===== src/rtl/fp_cmp_pkg.sv =====
// Shared definitions for the floating-point compare pipeline.
//   OP_LT..OP_MAX : operation select encodings (5..7 are reserved)
//   canon_nan()   : builds the canonical quiet NaN pattern for any
//                   exponent/mantissa split (sign 0, exponent all ones,
//                   mantissa MSB 1, remaining mantissa bits 0). The result
//                   sits in the low 1+exp_w+mant_w bits of a MAX_W vector.
package fp_cmp_pkg;

  localparam logic [2:0] OP_LT  = 3'd0;
  localparam logic [2:0] OP_LE  = 3'd1;
  localparam logic [2:0] OP_EQ  = 3'd2;
  localparam logic [2:0] OP_MIN = 3'd3;
  localparam logic [2:0] OP_MAX = 3'd4;

  localparam int MAX_W = 128;

  function automatic logic [MAX_W-1:0] canon_nan(input int exp_w, input int mant_w);
    logic [MAX_W-1:0] r;
    r = '0;
    // Bits mant_w-1 (quiet bit) up to mant_w+exp_w-1 (exponent MSB) are set.
    for (int i = 0; i < MAX_W; i++) begin
      if (i >= mant_w - 1 && i < mant_w + exp_w) r[i] = 1'b1;
    end
    return r;
  endfunction

endpackage


===== src/rtl/fp_classify.sv =====
// Combinational classification of one IEEE-754 style operand.
//   x       : operand {sign, exponent, mantissa}
//   is_nan  : exponent all ones and mantissa non-zero
//   is_zero : exponent and mantissa zero (either sign)
//   sign    : sign bit
//   key     : magnitude key {exponent, mantissa}; orders magnitudes
//             (subnormals and infinities included) as an unsigned number
module fp_classify #(
  parameter int EXP_W  = 8,
  parameter int MANT_W = 23
) (
  input  logic [EXP_W+MANT_W:0]   x,
  output logic                    is_nan,
  output logic                    is_zero,
  output logic                    sign,
  output logic [EXP_W+MANT_W-1:0] key
);

  logic [EXP_W-1:0]  exp_f;
  logic [MANT_W-1:0] mant_f;

  assign {sign, exp_f, mant_f} = x;
  assign key     = {exp_f, mant_f};
  assign is_nan  = (&exp_f) & (|mant_f);
  assign is_zero = ~(|key);

endmodule


===== src/rtl/fp_compare_pipe.sv =====
// Two-stage pipelined floating-point comparator / min-max selector.
//   clk, rst              : clock, synchronous active-high reset
//   in_valid/in_ready     : input handshake for an operand pair
//   in_a, in_b            : operands (1+EXP_W+MANT_W bits)
//   in_op                 : 0 LT, 1 LE, 2 EQ, 3 MIN, 4 MAX, 5-7 reserved
//   in_tag                : sideband tag, carried unchanged
//   out_valid/out_ready   : output handshake
//   out_flag              : compare result, or "A selected" for MIN/MAX
//   out_value             : MIN/MAX result, otherwise in_a unchanged
//   out_unord             : at least one operand is NaN
//   out_tag               : tag belonging to this result
module fp_compare_pipe
  import fp_cmp_pkg::*;
#(
  parameter int EXP_W  = 8,
  parameter int MANT_W = 23,
  parameter int TAG_W  = 16
) (
  input  logic                    clk,
  input  logic                    rst,
  input  logic                    in_valid,
  output logic                    in_ready,
  input  logic [EXP_W+MANT_W:0]   in_a,
  input  logic [EXP_W+MANT_W:0]   in_b,
  input  logic [2:0]              in_op,
  input  logic [TAG_W-1:0]        in_tag,
  output logic                    out_valid,
  input  logic                    out_ready,
  output logic                    out_flag,
  output logic [EXP_W+MANT_W:0]   out_value,
  output logic                    out_unord,
  output logic [TAG_W-1:0]        out_tag
);

  localparam int W = 1 + EXP_W + MANT_W;
  localparam int K = EXP_W + MANT_W;
  localparam logic [MAX_W-1:0] QNAN_FULL = canon_nan(EXP_W, MANT_W);
  localparam logic [W-1:0]     QNAN      = QNAN_FULL[W-1:0];

  logic         a_nan, a_zero, a_sign;
  logic         b_nan, b_zero, b_sign;
  logic [K-1:0] a_key, b_key;

  fp_classify #(.EXP_W(EXP_W), .MANT_W(MANT_W)) u_cls_a (
    .x(in_a), .is_nan(a_nan), .is_zero(a_zero), .sign(a_sign), .key(a_key)
  );
  fp_classify #(.EXP_W(EXP_W), .MANT_W(MANT_W)) u_cls_b (
    .x(in_b), .is_nan(b_nan), .is_zero(b_zero), .sign(b_sign), .key(b_key)
  );

  logic adv_p1, adv_p2;
  logic vld_p1_q, vld_p2_q;

  // Stage 2 may always refill when empty, so bubbles collapse even while
  // the consumer stalls.
  assign adv_p2   = ~vld_p2_q | out_ready;
  assign adv_p1   = ~vld_p1_q | adv_p2;
  assign in_ready = adv_p1;

  // ---- stage 1: operands, classification and key comparison ----
  logic [W-1:0]     a_p1_q, b_p1_q;
  logic [2:0]       op_p1_q;
  logic [TAG_W-1:0] tag_p1_q;
  logic             a_nan_p1_q, b_nan_p1_q, a_zero_p1_q, b_zero_p1_q;
  logic             a_sign_p1_q, b_sign_p1_q, key_lt_p1_q, key_eq_p1_q;

  always_ff @(posedge clk) begin
    if (rst) vld_p1_q <= 1'b0;
    else if (adv_p1) vld_p1_q <= in_valid;
  end

  always_ff @(posedge clk) begin
    if (in_valid && adv_p1) begin
      a_p1_q      <= in_a;
      b_p1_q      <= in_b;
      op_p1_q     <= in_op;
      tag_p1_q    <= in_tag;
      a_nan_p1_q  <= a_nan;
      b_nan_p1_q  <= b_nan;
      a_zero_p1_q <= a_zero;
      b_zero_p1_q <= b_zero;
      a_sign_p1_q <= a_sign;
      b_sign_p1_q <= b_sign;
      key_lt_p1_q <= (a_key < b_key);
      key_eq_p1_q <= (a_key == b_key);
    end
  end

  logic         unord_d, flag_d;
  logic [W-1:0] value_d;
  logic         both_zero, lt, eq, sel_a;

  always_comb begin
    unord_d   = a_nan_p1_q | b_nan_p1_q;
    both_zero = a_zero_p1_q & b_zero_p1_q;
    eq        = ~unord_d & (both_zero | ((a_sign_p1_q == b_sign_p1_q) & key_eq_p1_q));
    // Sign resolution: +0/-0 are equal; between negatives the larger
    // magnitude is the smaller number.
    if (unord_d | both_zero)           lt = 1'b0;
    else if (a_sign_p1_q != b_sign_p1_q) lt = a_sign_p1_q;
    else if (!a_sign_p1_q)             lt = key_lt_p1_q;
    else                               lt = ~key_lt_p1_q & ~key_eq_p1_q;

    sel_a   = 1'b0;
    flag_d  = 1'b0;
    value_d = a_p1_q;
    case (op_p1_q)
      OP_LT: flag_d = lt;
      OP_LE: flag_d = lt | eq;
      OP_EQ: flag_d = eq;
      OP_MIN, OP_MAX: begin
        if (a_nan_p1_q && b_nan_p1_q) begin
          value_d = QNAN;
        end else if (a_nan_p1_q) begin
          value_d = b_p1_q;
        end else if (b_nan_p1_q) begin
          flag_d  = 1'b1;
        end else begin
          // Ties (including +0 vs -0) keep A.
          sel_a   = (op_p1_q == OP_MIN) ? (lt | eq) : ~lt;
          flag_d  = sel_a;
          value_d = sel_a ? a_p1_q : b_p1_q;
        end
      end
      default: ;
    endcase
  end

  // ---- stage 2: final result registers ----
  logic             flag_p2_q, unord_p2_q;
  logic [W-1:0]     value_p2_q;
  logic [TAG_W-1:0] tag_p2_q;

  always_ff @(posedge clk) begin
    if (rst) begin
      vld_p2_q   <= 1'b0;
      flag_p2_q  <= 1'b0;
      value_p2_q <= '0;
      unord_p2_q <= 1'b0;
      tag_p2_q   <= '0;
    end else if (adv_p2) begin
      vld_p2_q <= vld_p1_q;
      if (vld_p1_q) begin
        flag_p2_q  <= flag_d;
        value_p2_q <= value_d;
        unord_p2_q <= unord_d;
        tag_p2_q   <= tag_p1_q;
      end
    end
  end

  assign out_valid = vld_p2_q;
  assign out_flag  = flag_p2_q;
  assign out_value = value_p2_q;
  assign out_unord = unord_p2_q;
  assign out_tag   = tag_p2_q;

endmodule


===== config.mk =====
export PLATFORM = sky130hd
export DESIGN_NAME = fp_compare_pipe
export DESIGN_NICKNAME = d
export VERILOG_FILES = /design/src/rtl/fp_cmp_pkg.sv /design/src/rtl/fp_classify.sv /design/src/rtl/fp_compare_pipe.sv
export SDC_FILE = /design/constraint.sdc
export NUM_CORES = 1
export LEC_CHECK = 0
export ABC_AREA = 1
export CORE_MARGIN = 4
export CORE_UTILIZATION = 46
export CTS_CLUSTER_DIAMETER = 30
export DETAILED_ROUTE_END_ITERATION = 7
export GPL_TIMING_DRIVEN = 0
export PLACE_DENSITY = 0.86
export SETUP_SLACK_MARGIN = 0.4
export SLEW_MARGIN = 20
export SYNTH_ARGS = -nofsm -noshare
export SYNTH_HDL_FRONTEND = slang
export SYNTH_SLANG_ARGS = --single-unit
export TNS_END_PERCENT = 50

===== constraint.sdc =====
create_clock -name clk -period 2.7 [get_ports clk]
set_clock_uncertainty 0.1 [all_clocks]
set_input_delay 0.27 -clock clk [delete_from_list [all_inputs] [get_ports clk]]
set_output_delay 0.27 -clock clk [all_outputs]
set_load 0.005 [all_outputs]

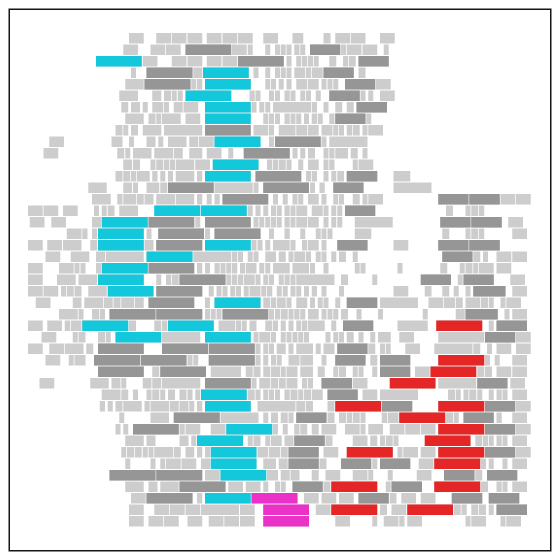
Fig. 1. Sequential cells coloured by netlist name.
Other sequential cells in the stronger grey, the rest of the logic in the fainter grey.
colour	netlist name	flops
cyan	b_p1_q	32
magenta	op_p1_q	3
red	tag_p1_q	16
not coloured	90

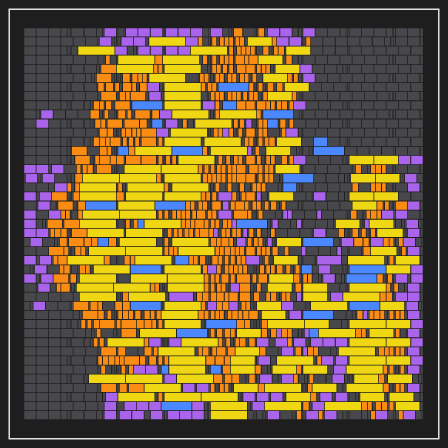
Fig. 2. Placed cells, one colour a class.
Fill, decap, tap and diode cells in grey.
colour	class	cells	share of their area
orange	all other logic	563	32%
blue	clock drivers and dummy loads	32	6.9%
purple	other buffers and delay cells	170	18%
yellow	flops	141	43%

==> results.yml <==
# flow metrics
status:
  status: "finished, final reports clean"
worst_setup_path:
  r2r_end: "out_value[15]$_SDFFE_PP0P_"
  r2r_cells: 13
  crit_top_cell: "nand2_1"
  end_kind: "flip-flop"
placement:
  io_buffers: 138
min_path:
  worstHoldEndpoint: "op_p1_q[1]$_DFFE_PP_"
  hp-class: "input port to flip-flop"
yosys:
  ys_types: 30
  async_flop_share: 0
  ys_ff: 141
cts:
  cts_made_buffers: 17
  clock_latency_ns: 0.43
  cts_sinks: 141
  cts-htree-levels: 4
  clk_pin_slew_ns: 0.06
final_timing:
  rsz0062_at_grt: "false"
  setup_violations: 0
  period_used_share: 0.810
drt:
  ant_nets: 0
grt:
  use_met1: 0.259
  grt_usage: 0.207
die:
  ios: 139
  initial_core_util: 0.473
layout:
  areaGrowthSynthToFinish_pct: 34.8
  final_cell_mix: "nand2_1, clkdlybuf4s50_1, inv_1, edfxtp_1, dfxtp_1"
pwr:
  power_per_cell_area_mw_per_mm2: 621
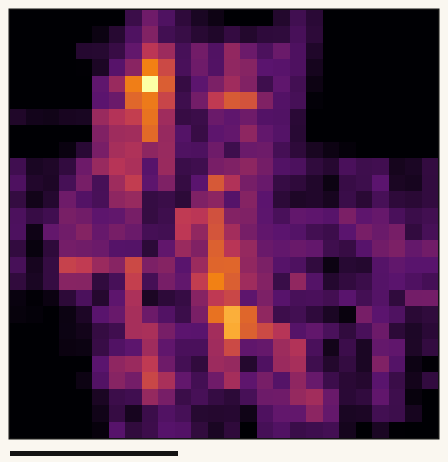
Fig. 3. Signal metal coverage by tile.
Scale bar: 50 um. 26 x 26 tiles, from black (low) to pale yellow (high), scaled to the fullest tile. Values are wire area over tile area, all layers added.
mean over tiles	0.17
nearly empty tiles	22%
tiles over half the peak	6.1%

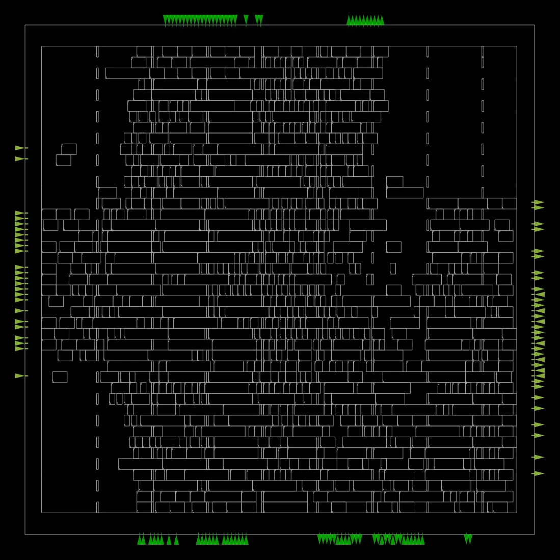
Fig. 4. Cell placement.
Core Box Area: 0.0139 mm2
registers: 141
n_taps: 180

## metrics by stage
stage               std cells  TNS, ns  cell area [um2]  setup slack [ns]  utilization
floorplan                 730        0             6610             0.387            -
global route             1086        0             8890             0.360        0.638
detailed placement       1050  -0.0260             8250           -0.0260        0.592
CTS                      1082        0             8860             0.568        0.636
global placement         1048   -47.49             8210            -0.544        0.589
finish                   1086        0             8890             0.514        0.638
## repair_timing
action / CTS / global route
endpoints found under the setup margin: 1 / 11
setup buffers: 0 / 4
gates resized: 1 / 3
pin swaps: 0 / 2
hold buffers: 0 / 0
cloned: 0 / 0
## power by group
group / switching (mW) / total (mW) / internal [mW]
sequential: 0.0580 / 2.48 / 2.43
combinational: 0.376 / 0.722 / 0.346
clock: 0.955 / 2.31 / 1.36
## area by class of cell
cell class / count / area share
Multi-Input combinational cell: 456 / 0.266
Clock buffer: 18 / 0.0507
Inverter: 107 / 0.0456
Timing Repair Buffer: 144 / 0.163
Tap cell: 180 / 0.0253
Buffer: 26 / 0.0145
Clock inverter: 14 / 0.0165
Sequential cell: 141 / 0.418
## how the worst max path moves through the flow
stage | to | slack, ns | depth (start not counted)
floorplan | a_nan_p1_q$_DFFE_PP_ | 0.39 | 3
global placement | b_p1_q[1]$_DFFE_PP_ | -0.54 | 5
detailed placement | key_eq_p1_q$_DFFE_PP_ | -0.03 | 10
CTS | key_eq_p1_q$_DFFE_PP_ | 0.57 | 10
global route | out_value[15]$_SDFFE_PP0P_ | 0.36 | 13
finish | out_value[15]$_SDFFE_PP0P_ | 0.51 | 13
## cell families (layout without fill, tap and decap cells)
family,count (synthesis),count (layout),synth area share
AND-OR/OR-AND,97,97,0.0786
adder cells (fa/ha/maj),31,31,0.0588
buffers and inverters,133,309,0.0799
flip-flops,141,141,0.563
AND/OR/NAND/NOR,328,328,0.220
Power figures rest on the tool's default switching activity, not on a simulated workload.
